$ cat src/rtl/dzcpu_uop_sequencer.sv
// dzcpu micro-op sequencer: fetches a macro-opcode, maps it to a ucode flow entry
// and steps the micro-PC through the ROM until the flow signals its end.
module dzcpu_uop_sequencer #(
  parameter int unsigned UADDR_W = 8,
  parameter int unsigned FLOW_W  = 4
) (
  input  logic               iClock,
  input  logic               iReset,
  input  logic [7:0]         iMemData,
  input  logic               iStall,
  input  logic [UADDR_W-1:0] iFlowIdx,
  input  logic [UADDR_W-1:0] iCbFlowIdx,
  input  logic [FLOW_W-1:0]  iUopFlow,
  input  logic               iFlagZ,
  output logic [UADDR_W-1:0] oUopAddr,
  output logic               oUopExec,
  output logic               oIncPc,
  output logic               oFlagUpd,
  output logic [7:0]         oOpcode,
  output logic               oFetch,
  output logic               oInstrDone,
  output logic               oSeqError
);

  typedef enum logic [1:0] {
    S_FETCH,
    S_DECODE,
    S_EXEC,
    S_HALT
  } state_e;

  typedef enum logic [3:0] {
    F_OP         = 4'd0,
    F_INC        = 4'd1,
    F_EOF        = 4'd2,
    F_INC_EOF    = 4'd3,
    F_EOF_FU     = 4'd4,
    F_INC_EOF_FU = 4'd5,
    F_INC_EOF_Z  = 4'd6,
    F_INC_EOF_NZ = 4'd7,
    F_NOP        = 4'd8,
    F_JCB        = 4'd9
  } flow_e;

  state_e             state;
  logic [UADDR_W-1:0] upc;
  logic [7:0]         opcode;
  logic               seq_error;

  flow_e flow;
  logic  exec;
  logic  inc_c;
  logic  fu_c;
  logic  done_c;
  logic  adv_c;
  logic  jump_c;

  // Unassigned flow codes decode as plain OP.
  assign flow = (iUopFlow <= FLOW_W'(9)) ? flow_e'(iUopFlow[3:0]) : F_OP;
  assign exec = (state == S_EXEC) && !iStall;

  always_comb begin
    inc_c  = 1'b0;
    fu_c   = 1'b0;
    done_c = 1'b0;
    adv_c  = 1'b0;
    jump_c = 1'b0;
    case (flow)
      F_INC:        begin inc_c = 1'b1; adv_c = 1'b1; end
      F_EOF:        done_c = 1'b1;
      F_INC_EOF:    begin inc_c = 1'b1; done_c = 1'b1; end
      F_EOF_FU:     begin fu_c = 1'b1; done_c = 1'b1; end
      F_INC_EOF_FU: begin inc_c = 1'b1; fu_c = 1'b1; done_c = 1'b1; end
      F_INC_EOF_Z:  begin inc_c = 1'b1; done_c = iFlagZ; adv_c = !iFlagZ; end
      F_INC_EOF_NZ: begin inc_c = 1'b1; done_c = !iFlagZ; adv_c = iFlagZ; end
      F_JCB:        begin inc_c = 1'b1; jump_c = 1'b1; end
      default:      adv_c = 1'b1;
    endcase
  end

  always_ff @(posedge iClock or negedge iReset) begin
    if (!iReset) begin
      state     <= S_FETCH;
      upc       <= '0;
      opcode    <= '0;
      seq_error <= 1'b0;
    end else begin
      case (state)
        S_FETCH: begin
          if (!iStall) begin
            opcode <= iMemData;
            state  <= S_DECODE;
          end
        end
        S_DECODE: begin
          upc   <= iFlowIdx;
          state <= S_EXEC;
        end
        S_EXEC: begin
          if (exec) begin
            if (done_c) begin
              state <= S_FETCH;
            end else if (jump_c) begin
              upc <= iCbFlowIdx;
            end else if (adv_c) begin
              // Running past the last ROM word is a broken flow, not a wrap.
              if (upc == '1) begin
                seq_error <= 1'b1;
                state     <= S_HALT;
              end else begin
                upc <= upc + UADDR_W'(1);
              end
            end
          end
        end
        default: state <= S_HALT;
      endcase
    end
  end

  assign oUopAddr   = upc;
  assign oUopExec   = exec;
  assign oIncPc     = exec & inc_c;
  assign oFlagUpd   = exec & fu_c;
  assign oInstrDone = exec & done_c;
  assign oOpcode    = opcode;
  assign oFetch     = (state == S_FETCH);
  assign oSeqError  = seq_error;

endmodule

$ cat config.mk
export PLATFORM = sky130hd
export DESIGN_NAME = dzcpu_uop_sequencer
export DESIGN_NICKNAME = d
export VERILOG_FILES = /design/src/rtl/dzcpu_uop_sequencer.sv
export SDC_FILE = /design/constraint.sdc
export NUM_CORES = 1
export LEC_CHECK = 0
export ABC_AREA = 0
export CORE_ASPECT_RATIO = 1.75
export CORE_UTILIZATION = 40
export DETAILED_ROUTE_END_ITERATION = 10
export PLACE_DENSITY = 0.76
export SLEW_MARGIN = 20
export SYNTH_ARGS = -nofsm -noshare
export SYNTH_HDL_FRONTEND = slang
export SYNTH_SLANG_ARGS = --single-unit
export TNS_END_PERCENT = 5
$ cat constraint.sdc
create_clock -name iClock -period 1.88 [get_ports iClock]
set_input_delay 0.188 -clock iClock [delete_from_list [all_inputs] [get_ports iClock]]
set_output_delay 0.188 -clock iClock [all_outputs]
set_load 0.005 [all_outputs]
==> impl_metrics.py, run 1 <==
# Physical implementation metrics
metrics = {
    "critical_path": {
        "critPathTopFamily": "buffers and inverters",
        "cp.required_ns": 1.69,
        "rr_worst_depth": 7,
        "cp.depth": 5,
        "reg2reg_slack_ns": 0.10,
        "worst-path-buf-inv": 3,
        "r2r_start": "state[0]$_DFFE_PN0P_",
        "startpoint_type": "register",
        "crit_end": "oUopExec",
        "critPathMaxFanout": 4,
        "cp-startpoint": "state[0]$_DFFE_PN0P_",
        "cpMaxStageDelayCell": "clkdlybuf4s50_1",
        "critical_path_class": "reg2out",
        "critPathCaptureType": "primary output",
        "max_stage_delay_ns": 0.49,
        "worstReg2RegEnd": "oUopAddr[4]$_DFFE_PN0P_",
        "arrival_ns": 1.65,
    },
    "routing": {
        "wl_met1_um": 1356,
        "dr.pass1.iters": 4,
        "wirelength_um": 3359,
        "wl_per_cell_um": 14.11,
        "drt.antenna.violating_nets": 0,
        "wl_met2_um": 1813,
        "met3_length_um": 92,
        "dr_total_vias": 1216,
        "drt_iter0_markers": 14,
        "top_layer_used": "met4",
        "drt-vias-per-instance": 5.109,
        "drc": 0,
    },
    "yosys": {
        "ys.flops": 19,
        "syn_nets": 157,
        "largest_area_cell": "dfrtp_1",
        "yosys.area_share.adder_pct": 3.960,
        "syn_area_um2": 1264,
        "ys_sh_simple_pct": 15.74,
        "ys_area_um2": 1264,
        "synth_warnings": 0,
        "synth.avg_cell_area_um2": 10.44,
        "top_logic_kind": "AND-OR/OR-AND gates",
        "synth_cell_type_count": 44,
        "ys_sh_mux_pct": 17.52,
        "edf_count": 0,
        "synth_xor_xnor_area_share_pct": 2.772,
        "synth.cellmix.compoundShare_pct": 18.12,
        "ys_cells": 121,
        "synthArstFlopShare_pct": 100.0,
        "synth_cells": 121,
        "synth_top_area_share_pct": 37.62,
    },
    "final_timing": {
        "tightest_slew_ns": 0.2297,
        "rsz0062_at_grt": "true",
        "slew_violations": 0,
        "setup_viol": 0,
        "fmax_mhz": 544.9,
        "holdWs_ns": 0.2709,
        "hold_viol_final": 0,
        "layout_min_cycle_time_ns": 1.835,
        "min_period_over_period_pct": 97.62,
    },
    "global_route": {
        "grt_overflow": 0,
        "met3_usage_pct": 0.9479,
        "grt_use_total_pct": 21.23,
        "met1_usage_pct": 24.96,
        "grt_pass1_wl_um": 5575,
        "grt_start_max_net_pins": 20,
        "met2_usage_pct": 38.24,
        "top_usage_layer": "met2",
        "grt_pass1_vias": 1267,
    },
    "final_layout": {
        "most-common-layout-cells": "clkdlybuf4s50_1, buf_4, dfrtp_1",
        "nets": 233,
        "lay_top_count": "clkdlybuf4s50_1",
        "insertedDiodeCount": 0,
        "area_growth_pct": 62.97,
        "drive_above_1_share_pct": 26.02,
        "final_area_um2": 2059,
    },
    "job": {
        "drv_cap": 0,
        "warnings": 30,
    },
    "cts": {
        "cts_num_sinks": 19,
        "cts_root_buf": "clkbuf_8",
        "cts_buffer_depth": 2,
        "postCtsSetupBuffers": 0,
        "cts_buffers": 3,
        "cts_tree": "done",
    },
    "die": {
        "num_rows": 26,
        "initial_utilization_pct": 42.69,
        "chipArea_um2": 3397,
        "io_pins": 54,
        "die_h_um": 76.36,
        "chipWidth_um": 44.49,
        "core_region_area_um2": 2960,
    },
    "pwr": {
        "powerDensity_nw_per_um2": 403.2,
        "total_power_uw": 830.4,
        "ir_worst_vdd_uv": 430.7,
        "p_leak_uw": 0.001008,
    },
    "placed_design": {
        "hpwl_um": 2773,
        "placed_cells": 234,
        "placed_area_um2": 2001,
        "numPortBuffers": 53,
        "place_congestion": 0.8242,
    },
    "status": {
        "status": "finished, final reports clean",
    },
    "worst_hold_path": {
        "hold_class": "in2async",
    },
}
[run 1: area by class of cell]
type | instances | area, um2 | share of cell area [%]
multi-input cells | 90 | 737.0 | 35.78
repair buffers | 75 | 715.7 | 34.75
flip-flops and latches | 19 | 475.5 | 23.09
well taps | 42 | 52.55 | 2.552
clock buffers | 3 | 41.29 | 2.005
inverters | 8 | 30.03 | 1.458
clock inverters | 1 | 7.507 | 0.3645
[run 1: Yosys cell counts (2+ instances only)]
cell      instances
a211o_1           2
a21o_1            2
a21oi_1           6
and2_1            2
and3_1            3
and4_1            2
clkbuf_1          2
dfrtp_1          19
ha_1              4
inv_1             8
mux2_2            8
mux2_4            8
nand2_1           8
nand3_1           4
nor2_1            4
o21ai_0           8
o21ai_1           2
xnor2_1           2
xor2_1            2
[run 1: where the power goes]
part           total [uW]  switching [uW]  internal, uW
registers             408               0           408
clock network         290             140           149
logic                 132            45.6          86.5
[run 1: per-stage QoR]
step           TNS [ns]  setup WS, ns
2_1_floorplan         0        0.1158
3_5_place_dp     -2.687       -0.2937
3_3_place_gp     -2.025       -0.2205
4_1_cts         -0.2092       -0.2092
5_1_grt        -0.01658      -0.01215
6_report              0       0.04481
[run 1: timing repair]
item / CTS / global route
endpoints found under the setup margin: 11 / 11
endpoints found under the hold margin: 0 / 0
pin swaps: 0 / 1
resized: 4 / 6
hold buffers: 0 / 0
[run 1: worst reg2reg max path, delay by kind of cell, from the launching register on]
kind / cells / cell delay [ns]
buf+inv: 3 / 0.42
flops: 1 / 0.42
mux: 1 / 0.30
compound gates: 1 / 0.22
fa+ha+maj: 1 / 0.19
simple gates: 1 / 0.12
[run 1: flip-flops by register name (all words and copies together) (netlist names)]
register,cells
oOpcode,8
state,2
oSeqError,1
oUopAddr,8
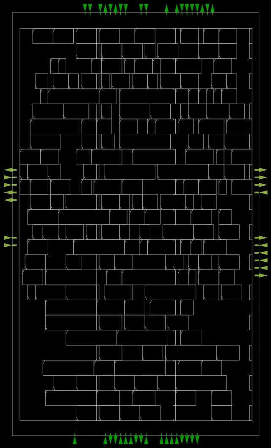
Run 1: cell outlines without signal wires
flop count: 19
number of fill cells: 227
final core occ: 69.57%
Post-Layout Cell Count: 238

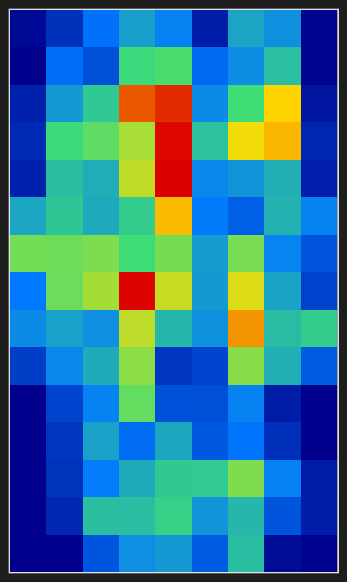
Run 1: signal metal coverage by tile
9 x 15 tiles, from dark blue (low) to red (high), scaled to the fullest tile. Values are wire area over tile area, all layers added.
nearly empty tiles	9.6%
emptiest ninth of the die	lower left
fullest tile	0.46
mean over tiles	0.16
densest ninth of the die	top center

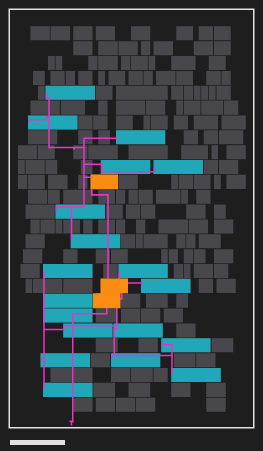
Run 1: clock network drawn from the DEF
Scale bar: 10 um.
[magenta] clock wires | length: 212 um
[orange] clock drivers | count: 3
[cyan] flip-flops | count: 19
routed clock nets	4
proportion of power drawn by the clock network: 34.9%
Late-Pin Clk Latency: 0.26 ns
clk_skew: 0.001902 ns
Clk power: 290 uW

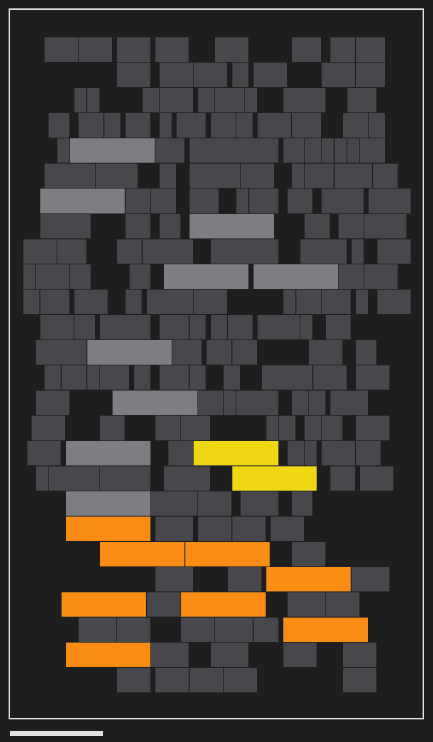
Run 1: where the registers sit
Scale bar: 10 um. Other sequential cells in the stronger gray, the rest of the logic in the fainter gray.
color	signal	flops
orange	oOpcode	8
yellow	state	2
not colored	9

## Run 2: what changed since run 1
--- a/config.mk
+++ b/config.mk
@@ -9,6 +9,7 @@
 export CORE_ASPECT_RATIO = 1.75
 export CORE_UTILIZATION = 40
 export DETAILED_ROUTE_END_ITERATION = 10
+export MAX_ROUTING_LAYER = met4
 export PLACE_DENSITY = 0.76
 export SLEW_MARGIN = 20
 export SYNTH_ARGS = -nofsm -noshare
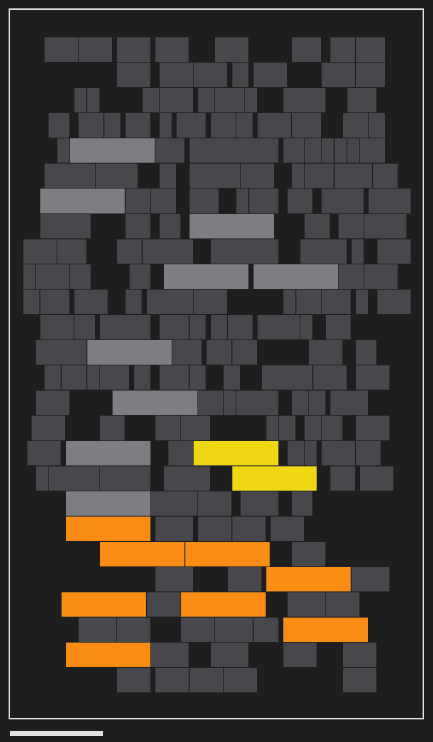
Run 2: where the registers sit
Scale bar: 10 um. Other sequential cells in the stronger gray, the rest of the logic in the fainter gray.
color	signal	flops
yellow	state	2
orange	oOpcode	8
not colored	9

==> run 2 against run 1 <==
Synthesized cell count unchanged. Register-to-register slack about the same. Die size unchanged. Count of clock-buffer cells in the layout unchanged. First-iteration DRC count decreased by 14%. Worst hold slack about the same. Cell count unchanged. Core utilization unchanged. Power about the same. Non-clock buffer count unchanged. Combinational power about the same. Cell area unchanged. Critical path type unchanged. Critical endpoint unchanged. Highest routed layer unchanged.
==> impl_metrics.py, run 2 <==
# Physical implementation metrics
metrics = {
    "status": {
        "status": "finished, final reports clean",
    },
    "routing": {
        "dr.pass1.iters": 4,
        "wirelength_um": 3360,
        "drt-vias-per-instance": 5.109,
        "drt_iter0_markers": 12,
        "drc": 0,
        "dr_total_vias": 1216,
        "drt.antenna.violating_nets": 0,
        "wl_per_cell_um": 14.12,
    },
    "cts": {
        "clkTransAtPathRegs_ns": 0.07,
        "cts_hold_buf": 0,
        "clk_latency_ns": 0.26,
        "cts_num_sinks": 19,
        "ctsHtreeMaxLevel": 1,
        "cts_tree": "done",
        "cts_buffer_depth": 2,
        "cts_buffers": 3,
        "postCtsSetupBuffers": 0,
        "cts_root_buf": "clkbuf_8",
    },
    "pwr": {
        "clockPowerShare_pct": 34.9,
        "sequentialPowerShare_pct": 49.2,
        "ir_worst_vdd_uv": 430.7,
        "p_switching_uw": 186.0,
        "combinationalPowerShare_pct": 15.9,
        "powerDensity_nw_per_um2": 403.2,
        "p_int_uw": 644.3,
        "total_power_uw": 830.3,
        "p_leak_uw": 0.001008,
        "p_sw_share_pct": 22.40,
    },
    "placed_design": {
        "hpwl_um": 2773,
        "place_congestion": 0.8366,
        "pre_cts_slack_ns": -0.2937,
        "numPortBuffers": 53,
        "placed_area_um2": 2001,
    },
    "critical_path": {
        "max_stage_delay_ns": 0.49,
        "critPathCaptureType": "primary output",
        "cp.depth": 5,
        "cp-startpoint": "state[0]$_DFFE_PN0P_",
        "crit_end": "oUopExec",
        "reg2reg_slack_ns": 0.10,
        "worstReg2RegEnd": "oUopAddr[4]$_DFFE_PN0P_",
        "cp.required_ns": 1.69,
        "critical_path_class": "reg2out",
        "rr_worst_depth": 7,
        "cpMaxStageDelayCell": "clkdlybuf4s50_1",
        "critPathMaxFanout": 4,
        "arrival_ns": 1.65,
        "worst-path-buf-inv": 3,
        "critPathTopFamily": "buffers and inverters",
        "startpoint_type": "register",
        "crit_chain": "inv_2 > ha_2 > nand2b_1 > inv_1 > clkdlybuf4s50_1",
        "r2r_start": "state[0]$_DFFE_PN0P_",
    },
    "final_layout": {
        "logic_area_um2": 737.0,
        "insertedDiodeCount": 0,
        "nets": 233,
        "lay_top_count": "clkdlybuf4s50_1",
        "drive_above_1_share_pct": 26.02,
        "fillers": 227,
        "regArea_um2": 475.5,
        "area_growth_pct": 62.97,
        "most-common-layout-cells": "clkdlybuf4s50_1, buf_4, dfrtp_1",
        "final_area_um2": 2059,
    },
    "die": {
        "core_region_area_um2": 2960,
        "initial_utilization_pct": 42.69,
        "chipArea_um2": 3397,
        "io_pins": 54,
        "chipWidth_um": 44.49,
        "die_h_um": 76.36,
        "num_rows": 26,
    },
    "yosys": {
        "ff_type": "dfrtp_1",
        "most_common_cell": "dfrtp_1",
        "largest_area_cell": "dfrtp_1",
        "ys_area_um2": 1264,
        "syn_nets": 157,
        "synthArstFlopShare_pct": 100.0,
        "synth_cell_type_count": 44,
        "synth_top_area_share_pct": 37.62,
        "synth.avg_cell_area_um2": 10.44,
        "ys.flops": 19,
        "synth_warnings": 0,
        "area_leaders": "dfrtp_1, mux2_4, mux2_2",
        "ys_seq_share_pct": 37.62,
        "synth_cells": 121,
        "ys_cells": 121,
        "edf_count": 0,
        "syn_area_um2": 1264,
    },
    "worst_hold_path": {
        "hold_class": "in2async",
    },
    "final_timing": {
        "slew_violations": 0,
        "tightest_slew_ns": 0.2297,
        "setup_viol": 0,
        "min_period_over_period_pct": 97.62,
        "clock_skew_ns": 0.001901,
        "relSlewSlack_pct": 84.47,
        "layout_min_cycle_time_ns": 1.835,
        "rsz0062_at_grt": "true",
        "hold_viol_final": 0,
        "fmax_mhz": 544.9,
        "setup_ws_ns": 0.04480,
    },
    "global_route": {
        "grt_overflow": 0,
        "grt_pass1_wl_um": 5575,
        "antenna_found_initial": 0,
        "grt_pass1_vias": 1268,
        "grt_start_max_net_pins": 20,
        "grt_use_total_pct": 21.79,
    },
    "job": {
        "warnings": 30,
        "drv_cap": 0,
    },
}
[run 2: cell counts after synthesis]
Identical to the previous run, type by type.
[run 2: layer usage]
metal	routed length, um	track usage, %
met5	0	-
met4	91	8.182
met3	93	0.9479
met2	1818	38.24
met1	1356	24.96
[run 2: metrics by stage]
| stage | setup TNS [ns] | hold WS (ns) | utilization (%) | std cells |
|---|---|---|---|---|
| 2_1_floorplan | 0 | -0.1076 | - | 121 |
| 3_3_place_gp | -2.025 | 0.4460 | 67.58 | 234 |
| 3_5_place_dp | -2.687 | 0.4607 | 67.58 | 234 |
| 4_1_cts | -0.2092 | 0.2843 | 69.10 | 238 |
| 5_1_grt | -0.01657 | 0.2869 | 69.57 | 238 |
| 6_report | 0 | 0.2709 | 69.57 | 238 |
[run 2: timing repair]
item | 4_1_cts | 5_1_grt
pin swaps | 0 | 1
gates resized | 4 | 6
setup endpoints to repair | 11 | 11
gates cloned | 0 | 0
[run 2: area by class of cell]
| class | count | area share, % |
|---|---|---|
| timing repair buffer | 75 | 34.75 |
| clock inverter | 1 | 0.3645 |
| tap | 42 | 2.552 |
| sequential | 19 | 23.09 |
| inverter | 8 | 1.458 |
| clock buffer | 3 | 2.005 |
| multi-input combinational | 90 | 35.78 |
[run 2: logic make-up (layout without fill, tap and decap cells)]
group                      count (synthesis)  count (layout)  synth area share, %
AOI/OAI and AO/OA                         32              32                18.12
DFF                                       19              19                37.62
buffers and inverters                     12              87                4.257
adders and majority gates                  4               4                3.961
xor gates and xnor gates                   4               4                2.773
and+or+nand+nor                           33              33                15.74
muxes                                     17              17                17.53
[run 2: power groups by stage]
stage	sequential (uW)	combinational, uW	clock [uW]
6_report	408	132	290
5_1_grt	408	143	312
4_1_cts	408	134	292
3_5_place_dp	416	134	0
3_3_place_gp	416	130	0
2_1_floorplan	417	32.3	0
## Run 3: what changed since run 2
--- a/config.mk
+++ b/config.mk
@@ -10,8 +10,9 @@
 export CORE_UTILIZATION = 40
 export DETAILED_ROUTE_END_ITERATION = 10
 export MAX_ROUTING_LAYER = met4
-export PLACE_DENSITY = 0.76
-export SLEW_MARGIN = 20
+export PLACE_DENSITY_LB_ADDON = 0.1
+export SKIP_CTS_REPAIR_TIMING = 1
+export SLEW_MARGIN = 5
 export SYNTH_ARGS = -nofsm -noshare
 export SYNTH_HDL_FRONTEND = slang
 export SYNTH_SLANG_ARGS = --single-unit
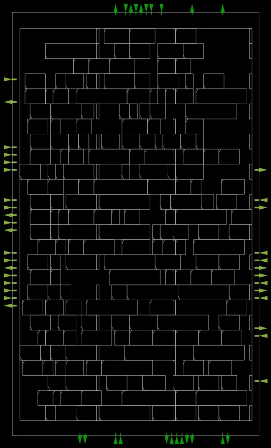
Run 3: cell outlines without signal wires
core area: 2960 um2
Seq/total area: 22.71%
final core occ: 70.71%
Core Rows: 26

==> run 3 against run 2 <==
The flow now finishes with violations (setup timing). Core utilization increased by 1.1 points. Cell count unchanged. Synthesized area unchanged. Sequential power about the same. Clock power increased by 4%. Die size unchanged. Synthesized cell count unchanged. Largest power group unchanged. Non-clock buffer count unchanged. Combinational power about the same. Maximum frequency decreased by 5.6%.
==> impl_metrics.py, run 3 <==
# Physical implementation metrics
metrics = {
    "yosys": {
        "edf_count": 0,
        "synth_cell_type_count": 44,
        "synth_top_area_share_pct": 37.62,
        "synth.avg_cell_area_um2": 10.44,
        "area_leaders": "dfrtp_1, mux2_4, mux2_2",
        "ys.flops": 19,
        "most_common_cell": "dfrtp_1",
        "syn_area_um2": 1264,
        "synthArstFlopShare_pct": 100.0,
        "synth_warnings": 0,
        "synth_cells": 121,
        "ff_type": "dfrtp_1",
        "ys_area_um2": 1264,
        "largest_area_cell": "dfrtp_1",
        "ys_cells": 121,
        "syn_nets": 157,
        "ys_seq_share_pct": 37.62,
    },
    "routing": {
        "drt_iter0_markers": 14,
        "dr.pass1.iters": 4,
        "wl_per_cell_um": 14.58,
        "drt.antenna.violating_nets": 0,
        "drt-vias-per-instance": 5.143,
        "dr_total_vias": 1224,
        "wirelength_um": 3471,
        "drc": 0,
    },
    "global_route": {
        "grt_use_total_pct": 22.11,
        "grt_start_max_net_pins": 20,
        "grt_overflow": 0,
        "antenna_found_initial": 0,
        "grt_pass1_vias": 1261,
        "grt_pass1_wl_um": 5533,
    },
    "final_layout": {
        "insertedDiodeCount": 0,
        "fillers": 214,
        "area_growth_pct": 65.64,
        "regArea_um2": 475.5,
        "lay_top_count": "clkdlybuf4s50_1",
        "drive_above_1_share_pct": 27.04,
        "logic_area_um2": 760.7,
        "fin_cells": 238,
        "most-common-layout-cells": "clkdlybuf4s50_1, buf_4, dfrtp_1",
        "nets": 233,
    },
    "critical_path": {
        "critPathCaptureType": "primary output",
        "crit_end": "oInstrDone",
        "worst-path-buf-inv": 2,
        "cp_common_cell": "clkdlybuf4s50_1",
        "reg2reg_slack_ns": 0.13,
        "r2r_start": "oUopAddr[1]$_DFFE_PN0P_",
        "cpMaxStageDelayCell": "clkdlybuf4s50_1",
        "cp.required_ns": 1.69,
        "critical_path_class": "in2out",
        "max_stage_delay_ns": 0.51,
        "cp.depth": 5,
        "startpoint_type": "primary input",
        "crit_chain": "clkdlybuf4s50_1 > xnor2_1 > a211o_1 > nor2_1 > clkdlybuf4s50_1",
        "rr_worst_depth": 6,
        "cp-startpoint": "iUopFlow[0]",
        "arrival_ns": 1.76,
        "critPathTopFamily": "buffers and inverters",
        "worstReg2RegEnd": "oUopAddr[7]$_DFFE_PN0P_",
        "critPathMaxFanout": 4,
    },
    "final_timing": {
        "tightest_slew_ns": 0.2709,
        "clock_skew_ns": 0.001763,
        "setup_ws_ns": -0.06446,
        "relSlewSlack_pct": 81.89,
        "fmax_mhz": 514.3,
        "layout_min_cycle_time_ns": 1.944,
        "min_period_over_period_pct": 103.4,
        "setup_viol": 1,
        "hold_viol_final": 0,
        "slew_violations": 0,
        "rsz0062_at_grt": "true",
    },
    "status": {
        "violations": "setup timing",
        "status": "complete, but fails checks",
    },
    "placed_design": {
        "placed_cells": 234,
        "place_congestion": 0.7927,
        "pre_cts_slack_ns": -0.2929,
        "hpwl_um": 2767,
        "numPortBuffers": 53,
    },
    "die": {
        "initial_utilization_pct": 42.69,
        "io_pins": 54,
        "chipWidth_um": 44.49,
        "die_h_um": 76.36,
        "chipArea_um2": 3397,
    },
    "cts": {
        "cts_buffer_depth": 2,
        "cts_root_buf": "clkbuf_8",
        "clk_latency_ns": 0.27,
        "clkTransAtPathRegs_ns": 0.08,
        "cts_buffers": 3,
        "cts_tree": "done",
        "cts_num_sinks": 19,
        "ctsHtreeMaxLevel": 1,
    },
    "pwr": {
        "powerDensity_nw_per_um2": 400.3,
        "ir_worst_vdd_uv": 308.5,
        "p_leak_uw": 0.001024,
    },
    "job": {
        "drv_cap": 0,
        "warnings": 29,
    },
    "worst_hold_path": {
        "hold_class": "in2async",
    },
}
==> run 3: netlist changes by cell type in the layout (fill, tap and decap cells not counted), sizes merged <==
cell           change
dlygate4sd2        -3
clkdlybuf4s50      +2
dlymetal6s2s       +1
==> run 3: layout make-up <==
cell class | count | share of cell area [%]
repair buffers | 75 | 34.67
inverters | 8 | 1.435
flip-flops and latches | 19 | 22.71
multi-input cells | 90 | 36.34
clock inverters | 1 | 0.3586
clock buffers | 3 | 1.973
well taps | 42 | 2.510
==> run 3: where the power goes <==
part / internal [uW] / total (uW) / switching, uW
clock network: 150 / 301 / 151
logic: 83.6 / 129 / 45.0
registers: 408 / 408 / 0
total: 642 / 838 / 196
==> run 3: per-layer routing <==
layer / up-vias / share of wire (%) / track usage, %
li1: 592 / - / -
met1: 582 / 36 / 23.41
met2: 44 / 57 / 39.41
met3: 6 / 3.9 / 1.422
met4: 0 / 2.5 / 10.30
met5: - / 0 / -
==> run 3: logic make-up after synthesis <==
group           after synthesis  share of synthesized area, %
simple gates                 33                         15.74
mux                          17                         17.53
fa+ha+maj                     4                         3.961
buf+inv                      12                         4.257
compound gates               32                         18.12
xor+xnor                      4                         2.773
flops                        19                         37.62
==> run 3: stage by stage <==
step | util, % | hold WS (ns) | instance area [um2] | TNS, ns | total power, uW
after CTS | 69.23 | 0.2731 | 2049 | -0.5305 | 838.7
after floorplan | - | -0.1076 | 1264 | 0 | 448.9
final | 70.71 | 0.2597 | 2093 | -0.06446 | 838.0
after detailed placement | 67.58 | 0.4663 | 2001 | -2.664 | 544.0
after global routing | 70.71 | 0.2783 | 2093 | -0.1655 | 872.1
after global placement | 67.58 | 0.4647 | 2001 | -2.180 | 540.3
Power figures rest on the tool's default switching activity, not on a simulated workload.
